==> run_1/layers.png <==
Bar = 50 microns. Two of the layers only.
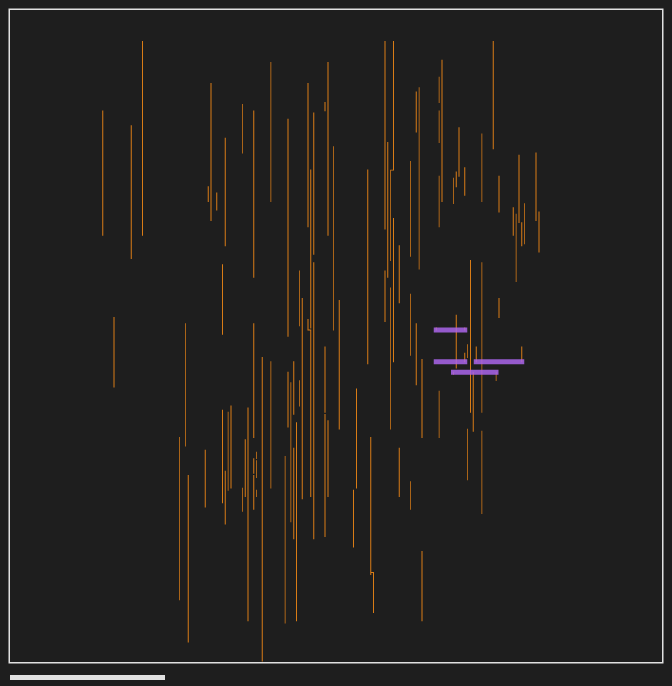
==> run_1/closeup.png <==
Bar = 5 microns. Window x 148 to 168, y 148 to 168 microns. Cells in gray, sequential cells in the stronger gray; small squares are vias.
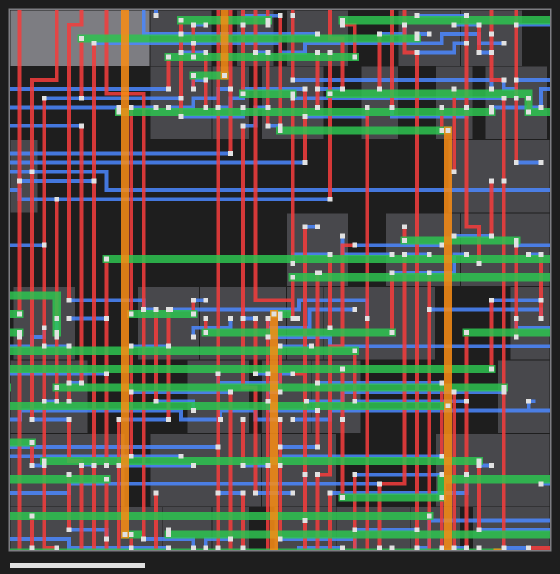
==> run_1/m1.png <==
Bar = 50 microns.
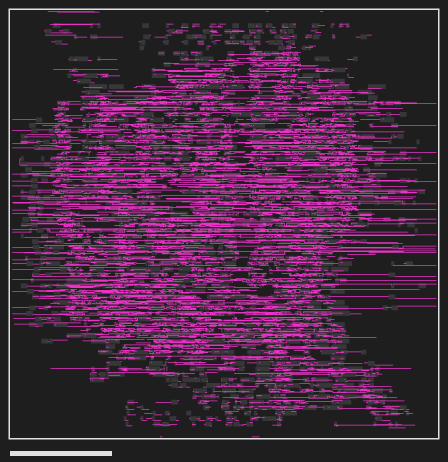
==> src/rtl/fpu_wb_pipe_if.sv <==
`default_nettype none
// ============================================================================
// fpu_wb_pipe_if : issue, unit-result, lookup and write-back bundle of fpu_wb_pipe
// Revision: 1.0
// ============================================================================
interface fpu_wb_pipe_if #(
  parameter int WIDTH = 32,
  parameter int AW    = 5,
  parameter int DEPTH = 5
);
  localparam int IW = $clog2(DEPTH + 1);

  logic             issue_valid;
  logic [1:0]       issue_cls;
  logic [AW-1:0]    issue_rd;
  logic [WIDTH-1:0] move_data;
  logic [WIDTH-1:0] load_data;
  logic [WIDTH-1:0] adsb_data;
  logic [WIDTH-1:0] mult_data;
  logic [AW-1:0]    rs1_addr;
  logic [AW-1:0]    rs2_addr;
  logic             rs1_hit;
  logic             rs2_hit;
  logic             rs1_rdy;
  logic             rs2_rdy;
  logic [WIDTH-1:0] rs1_data;
  logic [WIDTH-1:0] rs2_data;
  logic             wb_en;
  logic [AW-1:0]    wb_addr;
  logic [WIDTH-1:0] wb_data;
  logic [IW-1:0]    inflight;

  modport master (
    output issue_valid, issue_cls, issue_rd, move_data,
    output load_data, adsb_data, mult_data, rs1_addr, rs2_addr,
    input  rs1_hit, rs2_hit, rs1_rdy, rs2_rdy, rs1_data, rs2_data,
    input  wb_en, wb_addr, wb_data, inflight
  );

  modport slave (
    input  issue_valid, issue_cls, issue_rd, move_data,
    input  load_data, adsb_data, mult_data, rs1_addr, rs2_addr,
    output rs1_hit, rs2_hit, rs1_rdy, rs2_rdy, rs1_data, rs2_data,
    output wb_en, wb_addr, wb_data, inflight
  );
endinterface
`default_nettype wire

==> src/rtl/fpu_wb_pipe.sv <==
`default_nettype none
// ============================================================================
// fpu_wb_pipe : latency-parametrised FP result tracking, capture and write-back
// Revision: 1.0
// ============================================================================
module fpu_wb_pipe #(
  parameter int WIDTH    = 32,
  parameter int AW       = 5,
  parameter int DEPTH    = 5,
  parameter int LAT_LOAD = 2,
  parameter int LAT_ADSB = 3,
  parameter int LAT_MULT = 5
) (
  input  logic         clk,
  input  logic         rst,
  fpu_wb_pipe_if.slave bus
);
  localparam int         IW       = $clog2(DEPTH + 1);
  localparam logic [1:0] CLS_MOVE = 2'd0;
  localparam logic [1:0] CLS_LOAD = 2'd1;
  localparam logic [1:0] CLS_ADSB = 2'd2;
  localparam logic [1:0] CLS_MULT = 2'd3;

  typedef struct packed {
    logic             valid;
    logic [1:0]       cls;
    logic [AW-1:0]    rd;
    logic             rdy;
    logic [WIDTH-1:0] data;
  } slot_t;

  typedef struct packed {
    logic             hit;
    logic             rdy;
    logic [WIDTH-1:0] data;
  } look_t;

  slot_t         slot_q [1:DEPTH];
  slot_t         slot_d [1:DEPTH];
  logic [IW-1:0] inflight_q;
  logic [IW-1:0] inflight_d;
  look_t         look1;
  look_t         look2;

  function automatic logic captures(input logic [1:0] cls, input int s);
    case (cls)
      CLS_LOAD: return s == LAT_LOAD;
      CLS_ADSB: return s == LAT_ADSB;
      CLS_MULT: return s == LAT_MULT;
      default:  return 1'b0;
    endcase
  endfunction

  // Scan oldest to youngest so the lowest-index match is the one left standing.
  function automatic look_t lookup(input logic [AW-1:0] addr);
    look_t r;
    r = '0;
    for (int s = DEPTH; s >= 1; s--) begin
      if (slot_q[s].valid && slot_q[s].rd == addr) begin
        r.hit  = 1'b1;
        r.rdy  = slot_q[s].rdy;
        r.data = slot_q[s].data;
      end
    end
    return r;
  endfunction

  always_comb begin
    for (int s = 1; s <= DEPTH; s++) begin
      slot_d[s] = '0;
    end
    if (bus.issue_valid) begin
      slot_d[1].valid = 1'b1;
      slot_d[1].cls   = bus.issue_cls;
      slot_d[1].rd    = bus.issue_rd;
      if (bus.issue_cls == CLS_MOVE) begin
        slot_d[1].data = bus.move_data;
        slot_d[1].rdy  = 1'b1;
      end
    end
    for (int s = 2; s <= DEPTH; s++) begin
      slot_d[s] = slot_q[s-1];
      if (slot_q[s-1].valid && captures(slot_q[s-1].cls, s)) begin
        slot_d[s].rdy = 1'b1;
        case (slot_q[s-1].cls)
          CLS_LOAD: slot_d[s].data = bus.load_data;
          CLS_ADSB: slot_d[s].data = bus.adsb_data;
          default:  slot_d[s].data = bus.mult_data;
        endcase
      end
    end
  end

  always_comb begin
    inflight_d = inflight_q + IW'(bus.issue_valid) - IW'(slot_q[DEPTH].valid);
  end

  always_ff @(posedge clk) begin
    if (rst) begin
      for (int s = 1; s <= DEPTH; s++) begin
        slot_q[s] <= '0;
      end
      inflight_q <= '0;
    end else begin
      for (int s = 1; s <= DEPTH; s++) begin
        slot_q[s] <= slot_d[s];
      end
      inflight_q <= inflight_d;
    end
  end

  always_comb begin
    look1 = lookup(bus.rs1_addr);
    look2 = lookup(bus.rs2_addr);
  end

  assign bus.rs1_hit  = look1.hit;
  assign bus.rs1_rdy  = look1.rdy;
  assign bus.rs1_data = look1.data;
  assign bus.rs2_hit  = look2.hit;
  assign bus.rs2_rdy  = look2.rdy;
  assign bus.rs2_data = look2.data;
  assign bus.wb_en    = slot_q[DEPTH].valid;
  assign bus.wb_addr  = slot_q[DEPTH].rd;
  assign bus.wb_data  = slot_q[DEPTH].data;
  assign bus.inflight = inflight_q;
endmodule
`default_nettype wire
==> src/flat_wrapper.sv <==
// flat-port wrapper written by rule: the top's interface ports become plain ports
module fpu_wb_pipe_flat 
#(
  parameter int WIDTH    = 32,
  parameter int AW       = 5,
  parameter int DEPTH    = 5,
  parameter int LAT_LOAD = 2,
  parameter int LAT_ADSB = 3,
  parameter int LAT_MULT = 5
)
  (clk, rst, bus_issue_valid, bus_issue_cls, bus_issue_rd, bus_move_data, bus_load_data, bus_adsb_data, bus_mult_data, bus_rs1_addr, bus_rs2_addr, bus_rs1_hit, bus_rs2_hit, bus_rs1_rdy, bus_rs2_rdy, bus_rs1_data, bus_rs2_data, bus_wb_en, bus_wb_addr, bus_wb_data, bus_inflight);
  fpu_wb_pipe_if #(.WIDTH(WIDTH), .AW(AW), .DEPTH(DEPTH)) bus_i ();
  input  logic clk;
  input  logic rst;
  input wire logic [$bits(bus_i.issue_valid)-1:0] bus_issue_valid;
  input wire logic [$bits(bus_i.issue_cls)-1:0] bus_issue_cls;
  input wire logic [$bits(bus_i.issue_rd)-1:0] bus_issue_rd;
  input wire logic [$bits(bus_i.move_data)-1:0] bus_move_data;
  input wire logic [$bits(bus_i.load_data)-1:0] bus_load_data;
  input wire logic [$bits(bus_i.adsb_data)-1:0] bus_adsb_data;
  input wire logic [$bits(bus_i.mult_data)-1:0] bus_mult_data;
  input wire logic [$bits(bus_i.rs1_addr)-1:0] bus_rs1_addr;
  input wire logic [$bits(bus_i.rs2_addr)-1:0] bus_rs2_addr;
  output wire logic [$bits(bus_i.rs1_hit)-1:0] bus_rs1_hit;
  output wire logic [$bits(bus_i.rs2_hit)-1:0] bus_rs2_hit;
  output wire logic [$bits(bus_i.rs1_rdy)-1:0] bus_rs1_rdy;
  output wire logic [$bits(bus_i.rs2_rdy)-1:0] bus_rs2_rdy;
  output wire logic [$bits(bus_i.rs1_data)-1:0] bus_rs1_data;
  output wire logic [$bits(bus_i.rs2_data)-1:0] bus_rs2_data;
  output wire logic [$bits(bus_i.wb_en)-1:0] bus_wb_en;
  output wire logic [$bits(bus_i.wb_addr)-1:0] bus_wb_addr;
  output wire logic [$bits(bus_i.wb_data)-1:0] bus_wb_data;
  output wire logic [$bits(bus_i.inflight)-1:0] bus_inflight;
  assign bus_i.issue_valid = bus_issue_valid;
  assign bus_i.issue_cls = bus_issue_cls;
  assign bus_i.issue_rd = bus_issue_rd;
  assign bus_i.move_data = bus_move_data;
  assign bus_i.load_data = bus_load_data;
  assign bus_i.adsb_data = bus_adsb_data;
  assign bus_i.mult_data = bus_mult_data;
  assign bus_i.rs1_addr = bus_rs1_addr;
  assign bus_i.rs2_addr = bus_rs2_addr;
  assign bus_rs1_hit = bus_i.rs1_hit;
  assign bus_rs2_hit = bus_i.rs2_hit;
  assign bus_rs1_rdy = bus_i.rs1_rdy;
  assign bus_rs2_rdy = bus_i.rs2_rdy;
  assign bus_rs1_data = bus_i.rs1_data;
  assign bus_rs2_data = bus_i.rs2_data;
  assign bus_wb_en = bus_i.wb_en;
  assign bus_wb_addr = bus_i.wb_addr;
  assign bus_wb_data = bus_i.wb_data;
  assign bus_inflight = bus_i.inflight;
  fpu_wb_pipe #(.WIDTH(WIDTH), .AW(AW), .DEPTH(DEPTH), .LAT_LOAD(LAT_LOAD), .LAT_ADSB(LAT_ADSB), .LAT_MULT(LAT_MULT)) u_core (.clk(clk), .rst(rst), .bus(bus_i));
endmodule
==> config.mk <==
export PLATFORM = sky130hd
export DESIGN_NAME = fpu_wb_pipe_flat
export DESIGN_NICKNAME = d
export VERILOG_FILES = /design/src/rtl/fpu_wb_pipe_if.sv /design/src/rtl/fpu_wb_pipe.sv /design/src/flat_wrapper.sv
export SDC_FILE = /design/constraint.sdc
export NUM_CORES = 1
export LEC_CHECK = 0
export CORE_MARGIN = 5
export CORE_UTILIZATION = 30
export CTS_CLUSTER_SIZE = 40
export DETAILED_ROUTE_END_ITERATION = 16
export GPL_ROUTABILITY_DRIVEN = 0
export GPL_TIMING_DRIVEN = 0
export SLEW_MARGIN = 0
export SYNTH_ARGS = -nofsm -noshare
export SYNTH_HDL_FRONTEND = slang
export SYNTH_SLANG_ARGS = --single-unit
==> constraint.sdc <==
create_clock -name clk -period 2.37 [get_ports clk]
set_input_delay 0.237 -clock clk [delete_from_list [all_inputs] [get_ports clk]]
set_output_delay 0.237 -clock clk [all_outputs]
set_load 0.01 [all_outputs]
==> summary.txt, run 1 <==
yosys + openroad results -> outcome=complete, but fails checks, failing checks=negative setup slack, Synth Net Count=between 1,500 and 2,000, DP Area=~15,000 sq um, WS Path Type=register to output port, tool warnings=32, Worst-path clk slew=roughly 0.060 ns, Leakage=between 0.006 and 0.007 uW, initial antenna violation count=4, GR Util met2=between 30% and 40%, GR peak layer=met2, H-tree levels=1, Max stage delay on crit path=0.37 ns, final net count=2,136, flop count=206, largest net degree at the start of global routing=13, Tapcells=between 500 and 600, Combinational Gates=between 1,000 and 1,500, commonest non-fill, non-tap cells in the layout=362 x nand2_1, 193 x dfxtp_1, 178 x clkdlybuf4s50_1, worst hold path depth=2, Layout clock buffers=38, maxcap violations=0, Rows=~73, flop share of the area=a little under a quarter, dominant logic cell type in the layout=nand2_1, ClkCell Share=4.65%, Tot GR Track Use=about a quarter, Hold Crit Start=bus_move_data[5], Avg Synthesized Cell Area=roughly 7.3 sq um, CP Max Fanout=5, Pwr Total=between 8000 and 9000 uW, crit path from=u_core.slot_q[0][201], FP Core Util=30.3%, Final HPWL DP=about 42 mm, reg-to-reg endpoint=u_core.slot_q[0][232], YS chip area=12,000 sq um, area share of the largest cell type after synthesis=about a third, I/O pin cnt=257, Reg2Reg Setup Slack=roughly 0.06 ns, antenna cells=1, startpoint types=register, final hold vios=0, CP required=~2.1 ns, drt first pass iters=7, CTS tree=yes, cycle use final=125%, Die ar.=~44,000 sq um, Fmax=roughly 340 MHz, Power Dens Cells=480 nW/um^2, Crit path top cell by count=buf_6, Post-Syn Area=roughly 12,000 sq um, Mapped Cells=about 1,600, first-pass GRT wire length=86.8 mm, R2R depth=6, Setup violations, final=around 70, logic share of the area=about 44%, vias in the first global route=13,900, layout cells sized above 1=22.3%, final design utilization=about 45%, worst-path cell with the longest stage delay=dfxtp_4, Largest area class, layout=logic gates, Yosys warnings=0, Post-Layout Cell Count=2,519, Reg area=slightly above 4000 sq um, Non-clk bufs=506, number of clock sinks=between 200 and 250, Final Worst Setup Slack=-0.595 ns, clk buf depth=3, Post-CTS Hold Buffers=0, crit-path cells=xor2_4 > nor4_4 > buf_6 > buf_12 > o2bb2ai_4 > buf_6 > buf_16 > o211ai_1 > a31oi_1 > buf_2, register share after synthesis=34.2%, Inst Count DP=roughly 2,400, post-synth top area cell=dfxtp_1, Iter 0 DRT Violations=1,591, TritonCTS buffer count=25, Antenna Nets Post-Route=0, top cells by area=dfxtp_1 34%, nand2_1 11%, a21oi_1 6.6%, a22oi_1 6.0%, o21ai_0 4.0%, Buffers on Ports=roughly 250, Final non-clock buffer share=about a quarter, fill count=3,900, Fin Setup TNS=-30.44 ns, Multi-input gate area=approximately 8000 sq um, hold endpoint=u_core.slot_q[0][46], pre-CTS WS=-1.14 ns, RR Startpoint=u_core.slot_q[0][202], worst vdd ir=approximately 0.46 mV
-- layers.png (at the start) --
legend:
  M4:
    color: orange
    wire_length: 3,070 microns
  M5:
    color: purple
    wire_length: 46.9 microns
drt wl/cell: 24.0 microns
vias: 14,500

-- closeup.png (at the start) --
legend:
  M3:
    color: green
  M4:
    color: orange
  M2:
    color: red
  M1:
    color: blue
most frequent: nand2_1 (5), o22ai_1 (5), a21oi_1 (5)
sequential cells in the window: 1
netlist names of flops here include: u_core.slot_q (1)
cells with their middle in the window: 38

-- m1.png (at the start) --
wire length on this layer: 23.4 mm
share of all routed wire: 39%
main direction: horizontal
longest straight run: 69.0 microns
met1 Use GR: 33.2%
DRT Wirelength: 60.4 mm

## run 1: kinds of logic after synthesis
kind of cell / synth area share, %
DFF: 34.2
adders and majority gates: 1.10
AOI/OAI and AO/OA: 28.5
buffers and inverters: 9.78
and+or+nand+nor: 22.6
xor gates and xnor gates: 3.78
## run 1: critical path: cells and delay by family (launching register included)
family          cells  cell delay (ns)
buf+inv             5             0.79
flops               1             0.37
xor+xnor            1             0.16
simple gates        1             0.28
compound gates      3             0.57
## run 1: repair_timing
| item | 4_1_cts | 5_1_grt |
|---|---|---|
| endpoints found under the hold margin | 0 | 0 |
| buffers inserted | 33 | 22 |
| endpoints found under the setup margin | 73 | 103 |
| gates cloned | 4 | 4 |
| resized | 421 | 237 |
| pin swaps | 74 | 74 |
## run 1: power breakdown
part / internal, uW / switching, uW
Sequential: 3510 / 50.5
Clock: 2410 / 1570
Combinational: 467 / 590
## run 1: cells in the mapped netlist (all sizes together)
cell type and instances:
o2111ai 1, a22oi 96, nand4 4, a31oi 65, o311a 1, and2 50
and3 68, nand3 8, nand2 362, nor3b 1, o22ai 65, o311ai 1
xnor2 21, or2 1, buf 93, or3 1, nor2 16, a21boi 1
o21ai 97, inv 42, a32o 1, nor2b 61, nor3 2, and4 1
o221ai 32, o2bb2ai 1, fa 1, nor4 5, ha 9, clkbuf 111
a21oi 160, dfxtp 206, o211ai 34, xor2 31
## run 1: per-layer routing
metal	wire (microns)	vias to the layer above
met5	46	-
met4	3070	8
met3	6840	229
met2	27000	1042
met1	23400	6782
li1	-	6409
## run 1: sequential cells by signal (all words and copies together), names as in the netlist
signal	count
u_core.slot_q	203
u_core.bus.inflight	3
==> run_1/route_heat.png <==
21 x 21 tiles, from white (low) to dark blue (high), scaled to the fullest tile. Values are wire area over tile area, all layers added.
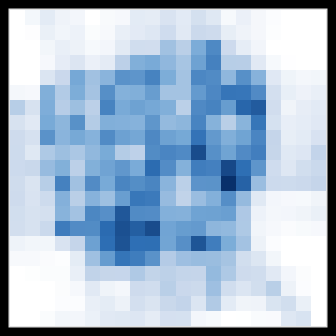

==> run 2: changes to the inputs <==
--- a/config.mk
+++ b/config.mk
@@ -10,7 +10,6 @@
 export CTS_CLUSTER_SIZE = 40
 export DETAILED_ROUTE_END_ITERATION = 16
 export GPL_ROUTABILITY_DRIVEN = 0
-export GPL_TIMING_DRIVEN = 0
 export SLEW_MARGIN = 0
 export SYNTH_ARGS = -nofsm -noshare
 export SYNTH_HDL_FRONTEND = slang
==> run_2/route_heat.png <==
21 x 21 tiles, from white (low) to dark blue (high), scaled to the fullest tile. Values are wire area over tile area, all layers added.
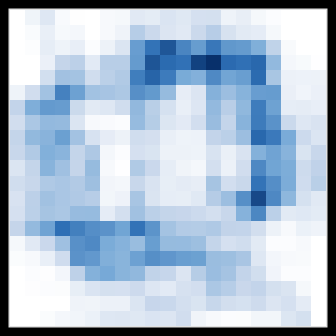
tiles over half the peak: 15%
fullest tile: 0.80
nearly empty tiles: 11%
mean over tiles: 0.21
DRT Wirelength: 55.1 mm
Tot GR Track Use: 23.5%
vias: 13,500
drt wl/cell: 22.9 microns

==> run_2/closeup.png <==
Bar = 5 microns. Window x 148 to 168, y 148 to 168 microns. Cells in gray, sequential cells in the stronger gray; small squares are vias.
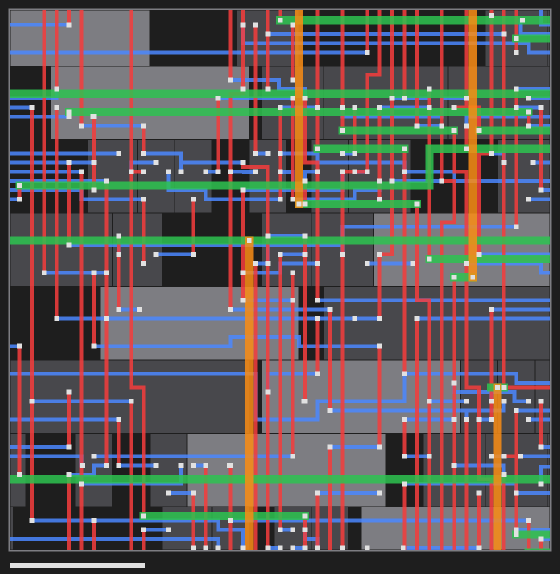
legend:
  M2:
    color: red
  M4:
    color: orange
  M1:
    color: blue
  M3:
    color: green
cells with their middle in the window: 34
sequential cells in the window: 7
most frequent: nand2_1 (11), dfxtp_1 (7), a21oi_1 (4)
netlist names of flops here include: u_core.slot_q (7)

==> summary.txt, run 2 <==
yosys + openroad results -> Post-CTS Hold Buffers=0, Die ar.=about 44,000 sq um, register share after synthesis=34.2%, Internal Power=6850 uW, commonest non-fill, non-tap cells in the layout=359 x nand2_1, 200 x dfxtp_1, 186 x clkdlybuf4s50_1, sequential power=3550 uW, maxcap violations=0, Synth Net Count=approximately 1,800, top cells by area=dfxtp_1 34%, nand2_1 11%, a21oi_1 6.6%, a22oi_1 6.0%, o21ai_0 4.0%, sequential fraction of design power=between 30% and 40%, Iter 0 DRT Violations=around 1,400, Final Worst Setup Slack=-0.456 ns, FP Core Util=30.3%, outcome=complete, but fails checks, Power Dens Cells=527 nW/um^2, Fmax=between 300 and 400 MHz, max reg flops=approximately 200, number of clock sinks=around 200, CTS tree=yes, synth cell count leaders=362 x nand2_1, 206 x dfxtp_1, 160 x a21oi_1, final design utilization=a little over two fifths, TritonCTS buffer count=26, Sw Ratio=between 20% and 30%, failing checks=negative setup slack, highest metal used=met5, top_reg_cell synth=dfxtp_1, crit path from=u_core.slot_q[0][200], final hold vios=0, Final HPWL DP=around 36 mm, Avg Synthesized Cell Area=7.30 sq um, Inst Count DP=around 2,300, initial antenna violation count=7, Leakage=~0.0065 uW, met1 Use GR=30.1%, final net count=just over 2,000, WS Path Type=register to output port, Rows=73, Setup violations, final=68, CP Max Fanout=26, Fin Setup TNS=-26.36 ns, crit path buf inv count=4, Mapped Cells=between 1,500 and 2,000, post-synth top area cell=dfxtp_1, startpoint types=register, DP Area=about 16,000 sq um, Crit path depth=9, Biggest register=u_core.slot_q, total setup buffers inserted after CTS=19, worst vdd ir=approximately 0.43 mV, combinational power share=11.2%, ys async rst share=0%, GR Util met2=38.6%, Worst-path clk slew=roughly 0.060 ns, Net Sw Power=2210 uW, Post-Layout Cell Count=2,404, drt first pass iters=8, tool warnings=35, GR peak layer=met2, Buffers on Ports=~260, clk buf depth=3, Post-Syn Area=between 10,000 and 15,000 sq um, cycle use final=119%, Top pwr grp=the clock network, R2R depth=6, reg-to-reg endpoint=u_core.slot_q[0][148], Antenna Nets Post-Route=0, fill count=3,931, Max stage delay on crit path=roughly 0.37 ns, most frequent cell after synthesis=nand2_1
==> run_2/layers.png <==
Bar = 50 microns. Two of the layers only.
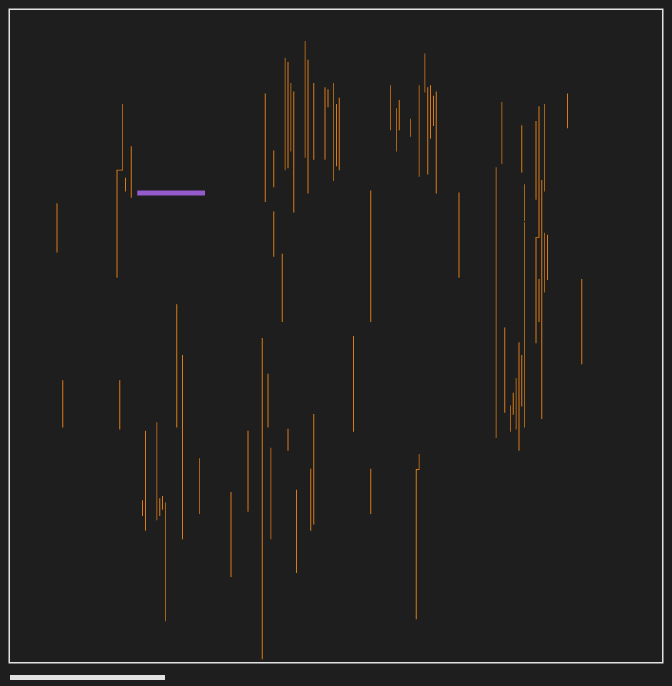
legend:
  M5:
    color: purple
    wire_length: 20.2 microns
  M4:
    color: orange
    wire_length: 2,010 microns

[run 2: netlist changes by cell type in the layout (fill, tap and decap cells not counted), sizes merged]
| cell | before | now |
|---|---|---|
| clkdlybuf4s50 | 178 | 186 |
| clkinv | 2 | 6 |
| buf | 219 | 191 |
| clkbuf | 147 | 35 |
| dlygate4sd2 | 0 | 1 |
| diode | 1 | 6 |
| clkinvlp | 0 | 3 |
| bufinv | 2 | 6 |
[run 2: worst min-delay path by stage]
stage                                startpoint                     to  slack, ns  cells after the start
after floorplan                bus_move_data[0]   u_core.slot_q[0][41]       0.36                      1
after global placement    u_core.slot_q[0][162]  u_core.slot_q[0][203]       0.43                      1
after detailed placement  u_core.slot_q[0][162]  u_core.slot_q[0][203]       0.43                      1
after CTS                                   rst   u_core.slot_q[0][81]       0.02                      3
after global routing                        rst   u_core.slot_q[0][81]       0.03                      3
final                                       rst   u_core.slot_q[0][81]       0.04                      3
[run 2: worst reg2reg max path: stages (launching register included)]
cell and delay (ns):
dfxtp_1 0.32, inv_1 0.09, ha_2 0.43, and2_2 0.41, buf_4 0.29, nand2_1 0.09, a21oi_1 0.15
[run 2: cells by family (layout without fill, tap and decap cells)]
group | Yosys count | after routing | synth area share, %
simple gates | 580 | 580 | 22.6
compound gates | 555 | 555 | 28.5
buf+inv | 246 | 470 | 9.78
flops | 206 | 206 | 34.2
xor+xnor | 52 | 52 | 3.78
fa+ha+maj | 10 | 10 | 1.10
other cells | 0 | 6 | 0
[run 2: cell type report]
type	instances	area, sq um	area share [%]
Clock inverter	15	236	1.37
Antenna cell	6	15.0	0.0873
Multi-Input combinational cell	1197	7300	42.4
Inverter	42	158	0.916
Clock buffer	33	738	4.29
Sequential cell	206	4140	24.1
Timing Repair Buffer	380	3960	23.0
Tap cell	525	657	3.82
==> run 3: changes to the inputs <==
--- a/config.mk
+++ b/config.mk
@@ -10,7 +10,6 @@
 export CTS_CLUSTER_SIZE = 40
 export DETAILED_ROUTE_END_ITERATION = 16
 export GPL_ROUTABILITY_DRIVEN = 0
-export SLEW_MARGIN = 0
 export SYNTH_ARGS = -nofsm -noshare
 export SYNTH_HDL_FRONTEND = slang
 export SYNTH_SLANG_ARGS = --single-unit
==> run_3/m1.png <==
Bar = 50 microns.
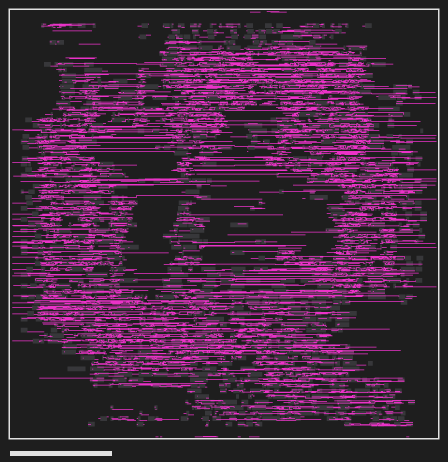
main direction: horizontal
longest straight run: 64.9 microns
met1 Use GR: 30.1%

==> run_3/layers.png <==
Bar = 50 microns. Two of the layers only.
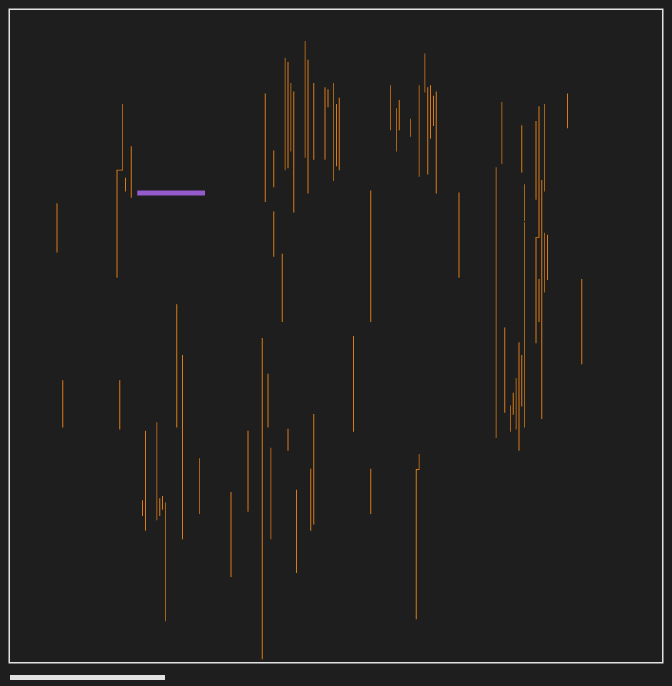
legend:
  M4:
    color: orange
    wire_length: 2,010 microns
  M5:
    color: purple
    wire_length: 20.2 microns

==> summary.txt, run 3 <==
yosys + openroad results -> Fmax=around 350 MHz, final design utilization=43.3%, ys async rst share=0%, Inst Count DP=approximately 2,300, Tot GR Track Use=between 20% and 30%, startpoint types=register, failing checks=negative setup slack, worst-path cell with the longest stage delay=nor4_4, reg-to-reg endpoint=u_core.slot_q[0][148], Yosys warnings=0, crit-path cells=xor2_2 > nor4_4 > buf_12 > buf_4 > buf_12 > and3_1 > o221ai_2 > a31oi_1 > buf_2, outcome=complete, but fails checks, Setup violations, final=68, WS Path Type=register to output port, most frequent cell after synthesis=nand2_1, CTS tree=yes, vias=around 13,000, Iter 0 DRT Violations=1,425, post_cts resized=approximately 350, Die ar.=between 40,000 and 50,000 sq um, TritonCTS buffer count=26, Final HPWL DP=between 30 and 40 mm, Power Dens Cells=527 nW/um^2, drt first pass iters=8, cycle use final=119%, Hold Crit Start=rst, I/O pin cnt=257, commonest non-fill, non-tap cells in the layout=359 x nand2_1, 200 x dfxtp_1, 186 x clkdlybuf4s50_1, number of enable flip-flop cells=0, Post-Layout Cell Count=2,404, largest net degree at the start of global routing=between 150 and 200, RR Startpoint=u_core.slot_q[0][120], Mapped Cells=1,649, final hold vios=0, worst hold path depth=3, final net count=approximately 2,000, H-tree levels=1, maxcap violations=0, DRT Wirelength=55.1 mm, Avg Synthesized Cell Area=around 7.3 sq um, top cells by area=dfxtp_1 34%, nand2_1 11%, a21oi_1 6.6%, a22oi_1 6.0%, o21ai_0 4.0%, CP required=approximately 2.1 ns, register share after synthesis=around a third, hold endpoint=u_core.slot_q[0][81], Max stage delay on crit path=between 0.3 and 0.4 ns, clk buf depth=3, crit path from=u_core.slot_q[0][200], FP Core Util=30.3%, dominant logic cell type in the layout=nand2_1, layout cells sized above 1=approximately 18%, Fin Setup TNS=-26.36 ns, CP Max Fanout=26, Final Worst Setup Slack=-0.456 ns, Pwr Total=around 9100 uW, area share of the largest cell type after synthesis=between 30% and 40%, initial antenna violation count=7, post-synth top area cell=dfxtp_1, max reg flops=203, total setup buffers inserted after CTS=19, Crit path top cell by count=buf_12, number of clock sinks=~210, Buffers on Ports=~260, DP Area=between 15,000 and 20,000 sq um, YS chip area=roughly 12,000 sq um, Worst-path clk slew=0.06 ns, drt wl/cell=between 20 and 25 microns, Reg2Reg Setup Slack=between 0.5 and 0.6 ns, tool warnings=35
==> run_3/route_heat.png <==
21 x 21 tiles, from white (low) to dark blue (high), scaled to the fullest tile. Values are wire area over tile area, all layers added.
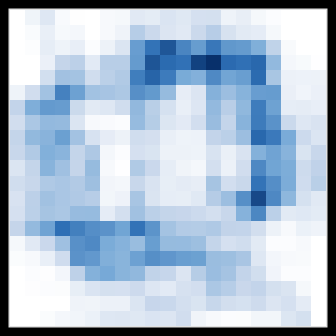
tiles over half the peak: 15%
emptiest ninth of the die: lower right
mean over tiles: 0.21
nearly empty tiles: 11%

==> run 3: cell counts after synthesis <==
No cell type changed its count.
==> run 3: metal layers <==
| metal | routed length, microns | part of all wire [%] | vias to the layer above | track usage, % |
|---|---|---|---|---|
| li1 | - | - | 6167 | - |
| met1 | 22400 | 41 | 6264 | 30.1 |
| met2 | 25200 | 46 | 859 | 38.6 |
| met3 | 5430 | 9.9 | 168 | 5.19 |
| met4 | 2010 | 3.6 | 2 | 9.19 |
| met5 | 20 | 0.036 | - | 0 |
==> run 3: worst max-delay path: cells and delay by family, from the launching register on <==
family	cells	cell delay, ns
buffers and inverters	4	0.60
and+or+nand+nor	2	0.56
DFF	1	0.36
AOI/OAI and AO/OA	2	0.35
xor gates and xnor gates	1	0.15
==> run 3: final cells by class <==
type                            count  area [sq um]
Timing Repair Buffer              380          3960
Clock inverter                     15           236
Multi-Input combinational cell   1197          7300
Inverter                           42           158
Antenna cell                        6          15.0
Sequential cell                   206          4140
Clock buffer                       33           738
Fill cell                        3931         22500
Tap cell                          525           657
==> run 3: cell families (layout without fill, tap and decap cells) <==
group / count (synthesis) / count (layout) / share of synthesized area, %
AND-OR/OR-AND: 555 / 555 / 28.5
XOR/XNOR: 52 / 52 / 3.78
adder cells (fa/ha/maj): 10 / 10 / 1.10
buffers and inverters: 246 / 470 / 9.78
flip-flops: 206 / 206 / 34.2
other: 0 / 6 / 0
AND/OR/NAND/NOR: 580 / 580 / 22.6
==> run 3: report_power, final <==
part / total [uW] / internal (uW) / switching [uW]
combinational: 1020 / 491 / 526
sequential: 3550 / 3510 / 43.0
clock: 4490 / 2850 / 1640
total: 9060 / 6850 / 2210
No activity file was given, so power comes from the tool's default toggle rates.
